`src/rtl/dma_w_burst_ctrl.sv`:
```
// DMA write burst controller: splits a word transfer into 4 KB-safe bursts
// and hands each one to an AXI write engine, with timeout and error reporting.
module dma_w_burst_ctrl #(
    parameter int ADDR_W     = 32,
    parameter int DMA_DATA_W = 32,
    parameter int XFER_W     = 16,
    parameter int MAX_BURST  = 16,
    parameter int TIMEOUT    = 1024
) (
    input  logic              clk,
    input  logic              rst_n,
    input  logic              start,
    input  logic [ADDR_W-1:0] start_addr,
    input  logic [XFER_W-1:0] xfer_words,
    output logic              busy,
    output logic              done,
    output logic              error,
    output logic [XFER_W-1:0] words_done,
    output logic              eng_valid,
    output logic [ADDR_W-1:0] eng_addr,
    output logic [7:0]        eng_len,
    input  logic              eng_dma_ready,
    input  logic              eng_error
);
    localparam int BPB   = DMA_DATA_W / 8;
    localparam int OFF_W = $clog2(BPB);
    localparam int CW    = (XFER_W > 13) ? XFER_W : 13;
    localparam int TW    = $clog2(TIMEOUT + 1);

    typedef enum logic [2:0] {
        S_IDLE      = 3'd0,
        S_CALC      = 3'd1,
        S_ISSUE     = 3'd2,
        S_WAIT_ACC  = 3'd3,
        S_WAIT_DONE = 3'd4,
        S_FIN       = 3'd5
    } state_t;

    state_t            state_q, state_d;
    logic [ADDR_W-1:0] addr_q, addr_d, eng_addr_q, eng_addr_d;
    logic [XFER_W-1:0] rem_q, rem_d, words_done_q, words_done_d;
    logic [8:0]        beats_q, beats_d;
    logic [7:0]        eng_len_q, eng_len_d;
    logic [TW-1:0]     tmo_q, tmo_d;
    logic              busy_q, busy_d, done_q, done_d;
    logic              error_q, error_d, eng_valid_q, eng_valid_d;
    logic [CW-1:0]     room_s, beats_s;
    logic              tmo_hit_s, misaligned_s;

    function automatic logic [CW-1:0] min2(input logic [CW-1:0] a, input logic [CW-1:0] b);
        return (a < b) ? a : b;
    endfunction

    // Burst sizing: bounded by remaining beats, MAX_BURST and room left in the 4 KB page
    always_comb begin
        room_s       = CW'((13'h1000 - {1'b0, addr_q[11:0]}) >> OFF_W);
        beats_s      = min2(min2(CW'(rem_q), CW'(MAX_BURST)), room_s);
        tmo_hit_s    = (tmo_q == TW'(TIMEOUT - 1));
        misaligned_s = ((start_addr & ADDR_W'(BPB - 1)) != {ADDR_W{1'b0}});
    end

    // Next-state and datapath updates
    always_comb begin
        state_d      = state_q;
        addr_d       = addr_q;
        rem_d        = rem_q;
        words_done_d = words_done_q;
        beats_d      = beats_q;
        eng_addr_d   = eng_addr_q;
        eng_len_d    = eng_len_q;
        error_d      = error_q;
        tmo_d        = {TW{1'b0}};
        case (state_q)
            S_IDLE: begin
                if (start) begin
                    addr_d       = start_addr;
                    rem_d        = xfer_words;
                    words_done_d = {XFER_W{1'b0}};
                    error_d      = misaligned_s;
                    if (misaligned_s || (xfer_words == {XFER_W{1'b0}})) begin
                        state_d = S_FIN;
                    end else begin
                        state_d = S_CALC;
                    end
                end else begin
                    state_d = S_IDLE;
                end
            end
            S_CALC: begin
                beats_d    = 9'(beats_s);
                eng_len_d  = 8'(beats_s - CW'(1));
                eng_addr_d = addr_q;
                state_d    = S_ISSUE;
            end
            S_ISSUE: begin
                // Ready already low on the first ISSUE cycle means the engine is still busy
                if (!eng_dma_ready) begin
                    if (tmo_q == {TW{1'b0}}) begin
                        state_d = S_WAIT_ACC;
                    end else begin
                        state_d = S_WAIT_DONE;
                    end
                end else if (tmo_hit_s) begin
                    error_d = 1'b1;
                    state_d = S_FIN;
                end else begin
                    tmo_d = tmo_q + TW'(1);
                end
            end
            S_WAIT_ACC: begin
                if (eng_dma_ready) begin
                    state_d = S_ISSUE;
                end else if (tmo_hit_s) begin
                    error_d = 1'b1;
                    state_d = S_FIN;
                end else begin
                    tmo_d = tmo_q + TW'(1);
                end
            end
            S_WAIT_DONE: begin
                if (eng_dma_ready) begin
                    if (eng_error) begin
                        error_d = 1'b1;
                        state_d = S_FIN;
                    end else begin
                        addr_d       = addr_q + (ADDR_W'(beats_q) << OFF_W);
                        rem_d        = rem_q - XFER_W'(beats_q);
                        words_done_d = words_done_q + XFER_W'(beats_q);
                        if (rem_q == XFER_W'(beats_q)) begin
                            state_d = S_FIN;
                        end else begin
                            state_d = S_CALC;
                        end
                    end
                end else if (tmo_hit_s) begin
                    error_d = 1'b1;
                    state_d = S_FIN;
                end else begin
                    tmo_d = tmo_q + TW'(1);
                end
            end
            S_FIN: begin
                state_d = S_IDLE;
            end
            default: begin
                state_d = S_IDLE;
            end
        endcase
        eng_valid_d = (state_d == S_ISSUE);
        busy_d      = (state_d != S_IDLE);
        done_d      = (state_d == S_FIN);
    end

    // State and output registers
    always_ff @(posedge clk or negedge rst_n) begin
        if (!rst_n) begin
            state_q      <= S_IDLE;
            addr_q       <= {ADDR_W{1'b0}};
            rem_q        <= {XFER_W{1'b0}};
            words_done_q <= {XFER_W{1'b0}};
            beats_q      <= 9'd0;
            eng_addr_q   <= {ADDR_W{1'b0}};
            eng_len_q    <= 8'd0;
            tmo_q        <= {TW{1'b0}};
            busy_q       <= 1'b0;
            done_q       <= 1'b0;
            error_q      <= 1'b0;
            eng_valid_q  <= 1'b0;
        end else begin
            state_q      <= state_d;
            addr_q       <= addr_d;
            rem_q        <= rem_d;
            words_done_q <= words_done_d;
            beats_q      <= beats_d;
            eng_addr_q   <= eng_addr_d;
            eng_len_q    <= eng_len_d;
            tmo_q        <= tmo_d;
            busy_q       <= busy_d;
            done_q       <= done_d;
            error_q      <= error_d;
            eng_valid_q  <= eng_valid_d;
        end
    end

    assign busy       = busy_q;
    assign done       = done_q;
    assign error      = error_q;
    assign words_done = words_done_q;
    assign eng_valid  = eng_valid_q;
    assign eng_addr   = eng_addr_q;
    assign eng_len    = eng_len_q;

endmodule

```
`config.mk`:
```
export PLATFORM = sky130hd
export DESIGN_NAME = dma_w_burst_ctrl
export DESIGN_NICKNAME = d
export VERILOG_FILES = /design/src/rtl/dma_w_burst_ctrl.sv
export SDC_FILE = /design/constraint.sdc
export NUM_CORES = 1
export LEC_CHECK = 0
export CELL_PAD_IN_SITES_DETAIL_PLACEMENT = 1
export CELL_PAD_IN_SITES_GLOBAL_PLACEMENT = 1
export CORE_UTILIZATION = 39
export CTS_BUF_LIST = sky130_fd_sc_hd__clkbuf_8
export DETAILED_ROUTE_END_ITERATION = 8
export PLACE_DENSITY_LB_ADDON = 0.08
export SYNTH_ARGS = -nofsm -noshare
export SYNTH_HDL_FRONTEND = slang
export SYNTH_SLANG_ARGS = --single-unit
```
`constraint.sdc`:
```
create_clock -name clk -period 3.8 [get_ports clk]
set_input_delay 0.57 -clock clk [delete_from_list [all_inputs] [get_ports clk]]
set_output_delay 0.57 -clock clk [all_outputs]
set_load 0.02 [all_outputs]
```
Figure 1. Cell placement.
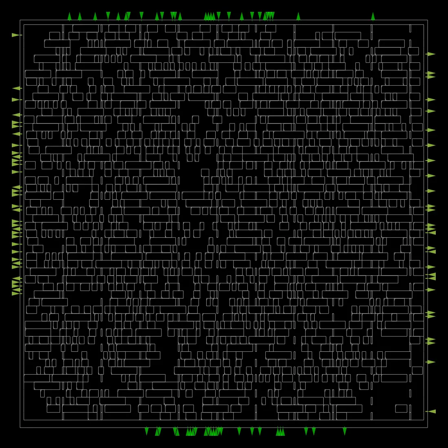
flop share of the area: 31.6%
Well Taps: 270
FILL cells: 2,387
Non-Filler Instances: 1,359

Figure 2. I/O pins on the die edge.
The bar under the picture is 50 um long. Pins as bars across the die edge, other pins in grey.
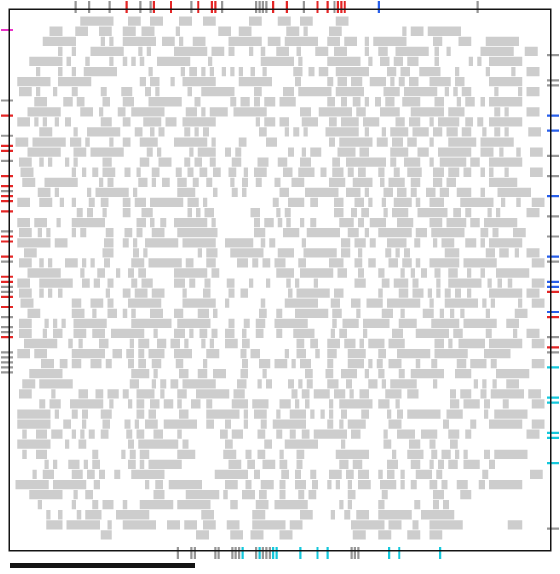
blue -> eng_len  # pins 8, direction output, edge 7 east, 1 north
cyan -> words_done  # pins 16, direction output, edge 10 south, 6 east
red -> start_addr  # pins 32, direction input, edge 16 west, 13 north, 3 east
magenta -> clk  # pins 1, direction input, edge west
Die Y: 146 um
die width: 146 um

Figure 3. Sizing map.
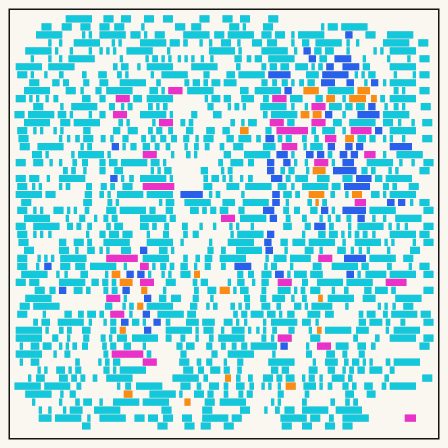
magenta -> x6 and larger  # cells 31
orange -> x2  # cells 26
blue -> x3 and x4  # cells 66
cyan -> x1 and smaller  # cells 966
Area Overhead vs Synth: 28.5%
Final WS setup: -0.305 ns
Buffers, non-clock: 160

==> results.tsv <==
metric	value	unit
actual slew at the worst max-slew pin	0.816	ns
Int Power	4790	uW
uppermost layer routed	met4	
setup TNS	-0.583	ns
chip area in the Yosys report	0.00807	sq mm
post-synth top area cell	dfrtp_1	
PostCTS Resize Cnt	7	
met1 Use GR	33.1	%
yosys stat cell total	941	
ys async rst share	100	%
CTS buffer count	17	
vias per cell	5.52	
final setup fails	3	
reg-to-reg critical path startpoint	addr_q[2]$_DFFE_PN0P_	
hpwl dp	17.8	mm
Top class by area	logic gates	
sequential cell area	0.00328	sq mm
failing checks	setup timing	
status	finished with violations	
grt ovf	0	
I/O pin count	113	
number of core rows	52	
simple share	24.2	%
Pwr top	combinational cells	
detailed-route via count	7507	
Total Routing Usage GR	24.8	%
delay-heaviest family, CP	simple AND/OR/NAND/NOR gates	
Met3 Wirelength	920	um
Final WS setup	-0.305	ns
No activity file was given, so power comes from the tool's default toggle rates.
